Figure 1. Metal layers overlaid (run 1).
Two of the layers only.
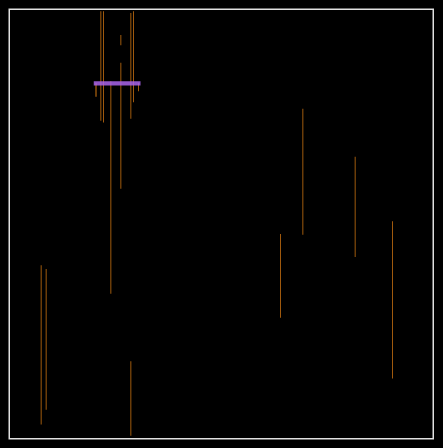
Figure 2. Where the registers sit (run 1).
The bar under the picture is 50 microns long. Other sequential cells in the stronger gray, the rest of the logic in the fainter gray.
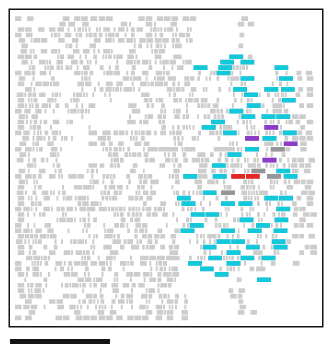
Figure 3. Routing congestion map (run 1).
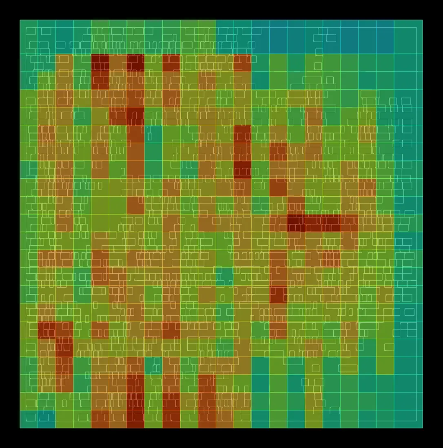
[config.mk]
export PLATFORM = sky130hd
export DESIGN_NAME = adder_arbiter
export DESIGN_NICKNAME = d
export VERILOG_FILES = /design/src/rtl/adder_arbiter.sv
export SDC_FILE = /design/constraint.sdc
export NUM_CORES = 1
export LEC_CHECK = 0
export CORE_AREA = 2 2 154 156
export CTS_BUF_LIST = sky130_fd_sc_hd__clkbuf_8
export DETAILED_ROUTE_END_ITERATION = 7
export DIE_AREA = 0 0 156 158
export GPL_TIMING_DRIVEN = 0
export SLEW_MARGIN = 5
export SYNTH_ARGS = -nofsm -noshare
export SYNTH_HDL_FRONTEND = slang
export SYNTH_SLANG_ARGS = --single-unit
[constraint.sdc]
create_clock -name clk_i -period 14 [get_ports clk_i]
set_input_delay 4.2 -clock clk_i [delete_from_list [all_inputs] [get_ports clk_i]]
set_output_delay 4.2 -clock clk_i [all_outputs]
set_load 0.01 [all_outputs]
[src/rtl/adder_arbiter.sv]
// adder_arbiter: round-robin arbiter in front of a saturating two's complement
// adder with a PIPES-deep output pipeline. The whole pipeline advances or
// stalls as one unit, driven by the downstream valid/ready handshake.
module adder_arbiter #(
  parameter int DATAW = 32,
  parameter int NREQ  = 4,
  parameter int PIPES = 2,
  localparam int IDW  = (NREQ > 2) ? $clog2(NREQ) : 1
) (
  input  logic                       clk_i,
  input  logic                       rst_i,
  input  logic [NREQ-1:0][DATAW-1:0] req_dataa_i,
  input  logic [NREQ-1:0][DATAW-1:0] req_datab_i,
  input  logic [NREQ-1:0]            req_valid_i,
  output logic [NREQ-1:0]            req_ready_o,
  output logic [DATAW-1:0]           sum_o,
  output logic [IDW-1:0]             id_o,
  output logic                       ovf_o,
  output logic                       valid_o,
  input  logic                       ready_i
);

  // Returns {ovf, sum}: the sum is clamped to the most positive or most
  // negative representable value when the exact result does not fit.
  function automatic logic [DATAW:0] sat_add(input logic signed [DATAW-1:0] a,
                                             input logic signed [DATAW-1:0] b);
    logic signed [DATAW:0] full;
    logic [DATAW:0]        res;
    full = $signed({a[DATAW-1], a}) + $signed({b[DATAW-1], b});
    if (full[DATAW] != full[DATAW-1]) begin
      if (full[DATAW]) res = {1'b1, 1'b1, {(DATAW-1){1'b0}}};
      else             res = {1'b1, 1'b0, {(DATAW-1){1'b1}}};
    end else begin
      res = {1'b0, full[DATAW-1:0]};
    end
    return res;
  endfunction

  logic [IDW-1:0]   ptr_q, ptr_d;
  logic             vld_q [PIPES];
  logic             vld_d [PIPES];
  logic [DATAW-1:0] sum_q [PIPES];
  logic [DATAW-1:0] sum_d [PIPES];
  logic [IDW-1:0]   id_q  [PIPES];
  logic [IDW-1:0]   id_d  [PIPES];
  logic             ovf_q [PIPES];
  logic             ovf_d [PIPES];

  logic             advance;
  logic             found;
  logic             hs;
  logic [IDW-1:0]   gnt_idx;
  logic [NREQ-1:0]  grant;
  logic [DATAW:0]   add_res;

  // A global stall: every stage moves only when the last stage can drain.
  assign advance = !vld_q[PIPES-1] || ready_i;
  assign hs      = found && advance;

  // Round-robin scan starting at ptr; grant is derived only from valids.
  always_comb begin : arb_comb
    int j;
    int nxt;
    j       = 0;
    nxt     = 0;
    found   = 1'b0;
    gnt_idx = '0;
    grant   = '0;
    for (int i = 0; i < NREQ; i++) begin
      j = int'(ptr_q) + i;
      if (j >= NREQ) j = j - NREQ;
      if (!found && req_valid_i[j]) begin
        found   = 1'b1;
        gnt_idx = IDW'(j);
      end
    end
    if (found) grant[gnt_idx] = 1'b1;
    nxt = int'(gnt_idx) + 1;
    if (nxt >= NREQ) nxt = 0;
    ptr_d = hs ? IDW'(nxt) : ptr_q;
  end

  assign req_ready_o = grant & {NREQ{advance}};
  assign add_res     = sat_add(req_dataa_i[gnt_idx], req_datab_i[gnt_idx]);

  // Next-state of the result pipeline: load stage 0 from the adder, shift the rest.
  always_comb begin
    for (int s = 0; s < PIPES; s++) begin
      vld_d[s] = vld_q[s];
      sum_d[s] = sum_q[s];
      id_d[s]  = id_q[s];
      ovf_d[s] = ovf_q[s];
    end
    if (advance) begin
      vld_d[0] = hs;
      sum_d[0] = hs ? add_res[DATAW-1:0] : '0;
      id_d[0]  = hs ? gnt_idx : '0;
      ovf_d[0] = hs ? add_res[DATAW] : 1'b0;
      for (int s = 1; s < PIPES; s++) begin
        vld_d[s] = vld_q[s-1];
        sum_d[s] = sum_q[s-1];
        id_d[s]  = id_q[s-1];
        ovf_d[s] = ovf_q[s-1];
      end
    end
  end

  // State registers; reset flushes every in-flight result and restarts the pointer.
  always_ff @(posedge clk_i) begin
    if (rst_i) begin
      ptr_q <= '0;
      for (int s = 0; s < PIPES; s++) begin
        vld_q[s] <= 1'b0;
        sum_q[s] <= '0;
        id_q[s]  <= '0;
        ovf_q[s] <= 1'b0;
      end
    end else begin
      ptr_q <= ptr_d;
      for (int s = 0; s < PIPES; s++) begin
        vld_q[s] <= vld_d[s];
        sum_q[s] <= sum_d[s];
        id_q[s]  <= id_d[s];
        ovf_q[s] <= ovf_d[s];
      end
    end
  end

  assign valid_o = vld_q[PIPES-1];
  assign sum_o   = sum_q[PIPES-1];
  assign id_o    = id_q[PIPES-1];
  assign ovf_o   = ovf_q[PIPES-1];

endmodule

==> flow_summary.yaml, run 1 <==
# implementation run metrics
run_status:
  status: "completed"
placement:
  post-dp-hpwl_microns: 23800
  placed_area_sq_um: 10200
  io_buffers: 302
route:
  route.met3.wl_microns: 1770
  first_pass_iters: 6
  wl_met1_microns: 12800
  vias: 8508
clocking:
  clkTransAtPathRegs_ns: 0.07
  hold_buffers: 0
  cts_setup_buffers: 0
floorplan:
  fp_util: 0.295
  fp-row-count: 56
  dieHeight_microns: 158
  die_area_sq_um: 24600
timing:
  finalSetupTns_ns: 0
  worst_pin_slew_ns: 1.08
  slew_viol_final: 0
  hold_viol_final: 0
pwr:
  power.share.sequential: 0.187
  p_clk_frac: 0.097
  power_density_nw_per_um2: 163
  p_switching_mw: 0.810
finish:
  seq_cells: 74
  comb_area_sq_um: 4680
  finalNonFillerCells: 1688
  inv_count: 17
  lay_top_cells: "nand2_1 (385), clkdlybuf4s50_1 (302), a21oi_1 (87)"
  lay_top_count: "nand2_1"
  fin_area_sq_um: 10400
  largest_reg_flops: 64
  clk_share: 0.0191
  top_regs: "sum_q (64), id_q (4)"
  final_layout_size_suffix_gt1_frac: 0.0429
  n_fill_cell: 2453
global_route:
  grt_max_degree: 12
  busiest_layer: "met2"
synth:
  top_cells_by_count: "nand2_1 (385), a21oi_1 (87), dfxtp_1 (74)"
  synthesis.area_sq_um: 6790
  syn_nets: 1380
  ys_sh_mux: 0
  ys_async_sr_fraction: 0
  ys_top_logic_family: "simple AND/OR/NAND/NOR gates"
  yosys_warnings: 0
worst_setup_path:
  critPathCaptureType: "primary output"
  crit_path_end: "req_ready_o[1]"
  r2r-start: "ptr_q[0]$_SDFFE_PP0P_"
  cp_num_buf_inv: 5
  path_depth: 11
  arrival_ns: 7.99
min_path:
  hp-class: "reg2reg"
  worstHoldStart: "sum_q[0][4]$_SDFFE_PP0P_"
job:
  warning_count: 29
  cap_violations: 0
About Figure 1:
M5 -> purple  # wire length 15.6 microns
M4 -> orange  # wire length 597 microns

About Figure 2:
sum_q -> cyan  # sequential cells 64
id_q -> purple  # sequential cells 4, where right middle
ptr_q -> red  # sequential cells 2
not colored = 4
Flop area: 1480 sq um
sequential cell power: 0.317 mW
fin util: 0.450

About Figure 3:
grt met2 use: 0.371
met1 Resource Use GR: 0.302
GRT Total Usage: 0.224

==> run 2: changes to the inputs <==
==> constraint.sdc (replaced) <==
create_clock -name clk_i -period 14 [get_ports clk_i]
set_input_delay 4.2 -clock clk_i [delete_from_list [all_inputs] [get_ports clk_i]]
set_output_delay 4.2 -clock clk_i [all_outputs]
set_load 0.1 [all_outputs]
Figure 4. Where the registers sit (run 2).
The bar under the picture is 50 microns long. Other sequential cells in the stronger gray, the rest of the logic in the fainter gray.
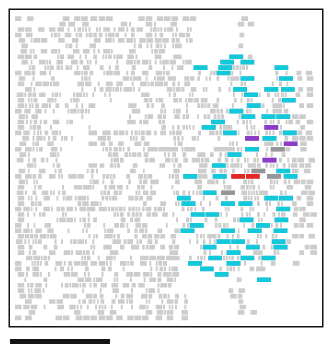
Seq/total area: 0.143

Figure 5. Logic cells by family (run 2).
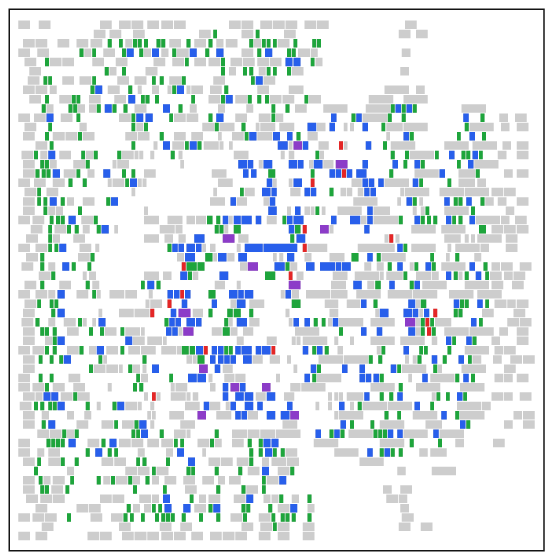
non-inverting ao/oa cells -> purple  # cells 14
nand cells -> green  # cells 405, where spread over the die
aoi and oai cells -> blue  # cells 255
inv cells -> red  # cells 17

==> run 2 against run 1 <==
Compared with the run above:
- area after synthesis is the same
- clock skew is the same
- total power grew 9.1%
- critical path depth is the same
- final cell count is the same
- synthesized cell count is the same
- maximum frequency shrank 4.7%
- register-to-register slack is essentially flat
- final area is the same
- hold slack is the same
- clock power is essentially flat
- sequential power is essentially flat
==> flow_summary.yaml, run 2 <==
# implementation run metrics
route:
  route.met3.wl_microns: 1770
  vias: 8508
  first_pass_iters: 6
  wl_met1_microns: 12800
clocking:
  cts_setup_buffers: 0
  clkTransAtPathRegs_ns: 0.07
  hold_buffers: 0
  clock-sinks: 74
worst_setup_path:
  cp_num_buf_inv: 5
  cp_slowest_stage_delay_ns: 1.15
  cp_cell_sequence: "clkdlybuf4s50_1, inv_1, nor2_1, a21oi_1, nor2_1, a211oi_1, clkbuf_1, clkbuf_1, ha_1, and3_1, clkdlybuf4s50_1"
  arrival_ns: 8.59
  path_depth: 11
  critPathTopFamily: "buffers and inverters"
  r2r-start: "ptr_q[0]$_SDFFE_PP0P_"
  crit_path_end: "req_ready_o[1]"
  critPathCaptureType: "primary output"
  worstReg2RegEnd: "sum_q[0][17]$_SDFFE_PP0P_"
finish:
  largest_reg_flops: 64
  lay_top_cells: "nand2_1 (385), clkdlybuf4s50_1 (302), a21oi_1 (87)"
  buffer_area_frac: 0.346
  register_area_sq_um: 1480
  dominant_cells: "multi-input combinational cells"
  inv_count: 17
  comb_cells: 881
  clk_share: 0.0191
  top_regs: "sum_q (64), id_q (4)"
  diodes: 0
  lay_top_count: "nand2_1"
  n_fill_cell: 2453
  finalNonFillerCells: 1688
  final_layout_size_suffix_gt1_frac: 0.0429
  fin_area_sq_um: 10400
  comb_area_sq_um: 4680
  finish.utilization: 0.450
synth:
  ys_top_logic_family: "simple AND/OR/NAND/NOR gates"
  syn_nets: 1380
  yosys_warnings: 0
  synthSimpleGateAreaFrac: 0.343
  synth.distinct_cells: 57
  ys_async_sr_fraction: 0
  top_cells_by_count: "nand2_1 (385), a21oi_1 (87), dfxtp_1 (74)"
  synthesis.area_sq_um: 6790
  topCellsByArea: "dfxtp_1 (22%), nand2_1 (21%), ha_1 (6.6%)"
  ys_sh_mux: 0
floorplan:
  dieHeight_microns: 158
  ios: 303
  fp-row-count: 56
  fp_util: 0.295
  die_area_sq_um: 24600
global_route:
  overflow: 0
  busiest_layer: "met2"
  gr-usage-met1: 0.302
  grt_max_degree: 12
  grt_usage: 0.224
  grt_use_met3: 0.0353
  met2_usage: 0.371
pwr:
  power_density_nw_per_um2: 178
  p_int_mw: 0.885
  switching_share: 0.521
  combPwrFrac: 0.739
  pg_seq_mw: 0.317
  comb-power_mw: 1.37
  power_mw: 1.85
  leakagePower_nw: 4.30
  p_switching_mw: 0.964
  power-top-group: "combinational logic"
  power.share.sequential: 0.171
  p_clk_frac: 0.089
timing:
  post-route-min-period_ns: 12.79
  finalSetupTns_ns: 0
  slew_viol_final: 0
  slew_headroom: 0.275
  worst_pin_slew_ns: 1.08
  hold_viol_final: 0
placement:
  io_buffers: 302
  post-dp-hpwl_microns: 23800
  placed_area_sq_um: 10200
min_path:
  min_path_cells: 2
  hp-class: "reg2reg"
  worstHoldStart: "sum_q[0][4]$_SDFFE_PP0P_"
job:
  cap_violations: 0
  warning_count: 29
run_status:
  status: "completed"
Figure 6. Metal layers overlaid (run 2).
Two of the layers only.
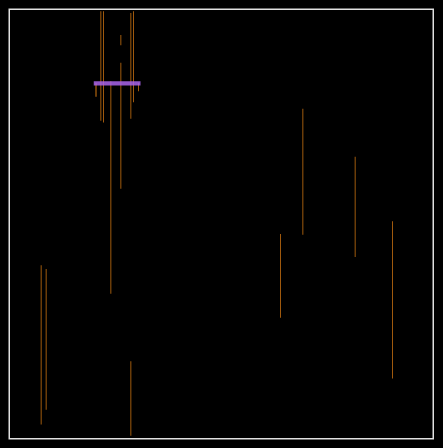

==> run 3: changes to the inputs <==
--- a/config.mk
+++ b/config.mk
@@ -10,7 +10,7 @@
 export DETAILED_ROUTE_END_ITERATION = 7
 export DIE_AREA = 0 0 156 158
 export GPL_TIMING_DRIVEN = 0
-export SLEW_MARGIN = 5
+export SLEW_MARGIN = 30
 export SYNTH_ARGS = -nofsm -noshare
 export SYNTH_HDL_FRONTEND = slang
 export SYNTH_SLANG_ARGS = --single-unit
==> constraint.sdc (replaced) <==
create_clock -name clk_i -period 11.21 [get_ports clk_i]
set_input_delay 3.363 -clock clk_i [delete_from_list [all_inputs] [get_ports clk_i]]
set_output_delay 3.363 -clock clk_i [all_outputs]
set_load 0.1 [all_outputs]
Figure 7. Metal layers overlaid (run 3).
Two of the layers only.
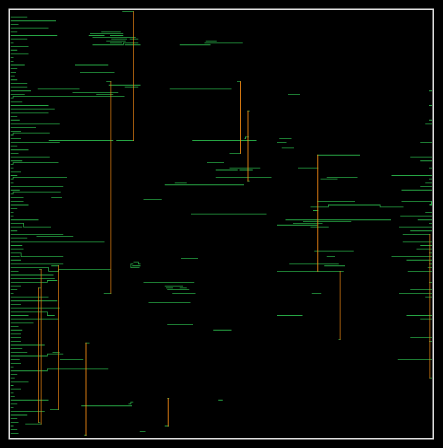
M4 -> orange  # wire length 503 microns
M3 -> green  # wire length 1970 microns
vias: 8486
GRT Total Usage: 0.223

Figure 8. Metal 4 (run 3).
The bar under the picture is 50 microns long.
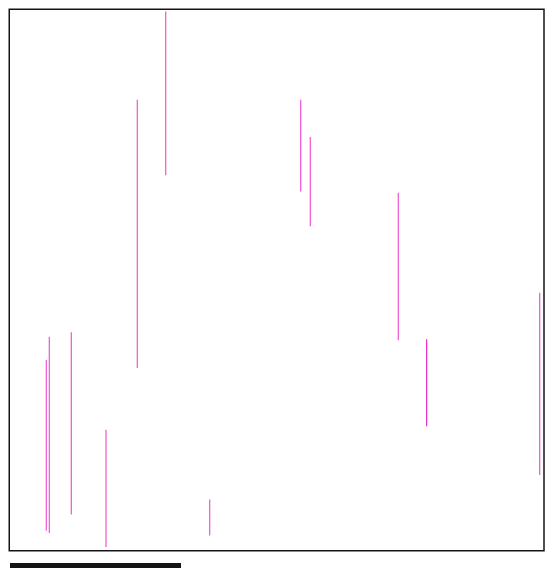
nets with wire on the layer = 11
wire length on this layer = 503 microns
main direction = vertical

==> run 3 against run 2 <==
Compared with the run above:
- utilization is 0.11 points lower
- largest power group unchanged
- total power is 23% higher
- final area is 0.25% lower
==> flow_summary.yaml, run 3 <==
# implementation run metrics
global_route:
  grt_use_met3: 0.0389
  busiest_layer: "met2"
  grt_max_degree: 12
finish:
  largest_reg_flops: 64
  buffer_area_frac: 0.346
  finish.utilization: 0.449
  lay_top_cells: "nand2_1 (385), clkdlybuf4s50_1 (302), a21oi_1 (87)"
  inv_count: 17
  diodes: 1
  dominant_cells: "multi-input combinational cells"
  top_regs: "sum_q (64), id_q (4)"
  comb_cells: 881
  register_area_sq_um: 1480
  seq_share: 0.143
floorplan:
  fp-row-count: 56
  dieHeight_microns: 158
pwr:
  power_mw: 2.28
  power-top-group: "combinational logic"
  p_int_mw: 1.08
  p_switching_mw: 1.21
  combPwrFrac: 0.751
  power.share.sequential: 0.173
  comb-power_mw: 1.71
min_path:
  worstHoldStart: "sum_q[0][4]$_SDFFE_PP0P_"
synth:
  top_cells_by_count: "nand2_1 (385), a21oi_1 (87), dfxtp_1 (74)"
  synthSimpleGateAreaFrac: 0.343
  topCellsByArea: "dfxtp_1 (22%), nand2_1 (21%), ha_1 (6.6%)"
  syn_nets: 1380
route:
  wl_met1_microns: 12700
job:
  warning_count: 29
clocking:
  clkTransAtPathRegs_ns: 0.07
placement:
  post-dp-hpwl_microns: 23800
  placed_area_sq_um: 10200
  io_buffers: 302
worst_setup_path:
  arrival_ns: 7.40
  worstReg2RegEnd: "sum_q[0][6]$_SDFFE_PP0P_"
  cp_slowest_stage_delay_ns: 1.14
  critPathTopFamily: "buffers and inverters"
run_status:
  status: "completed"
Power is estimated from default activity; no workload was simulated.
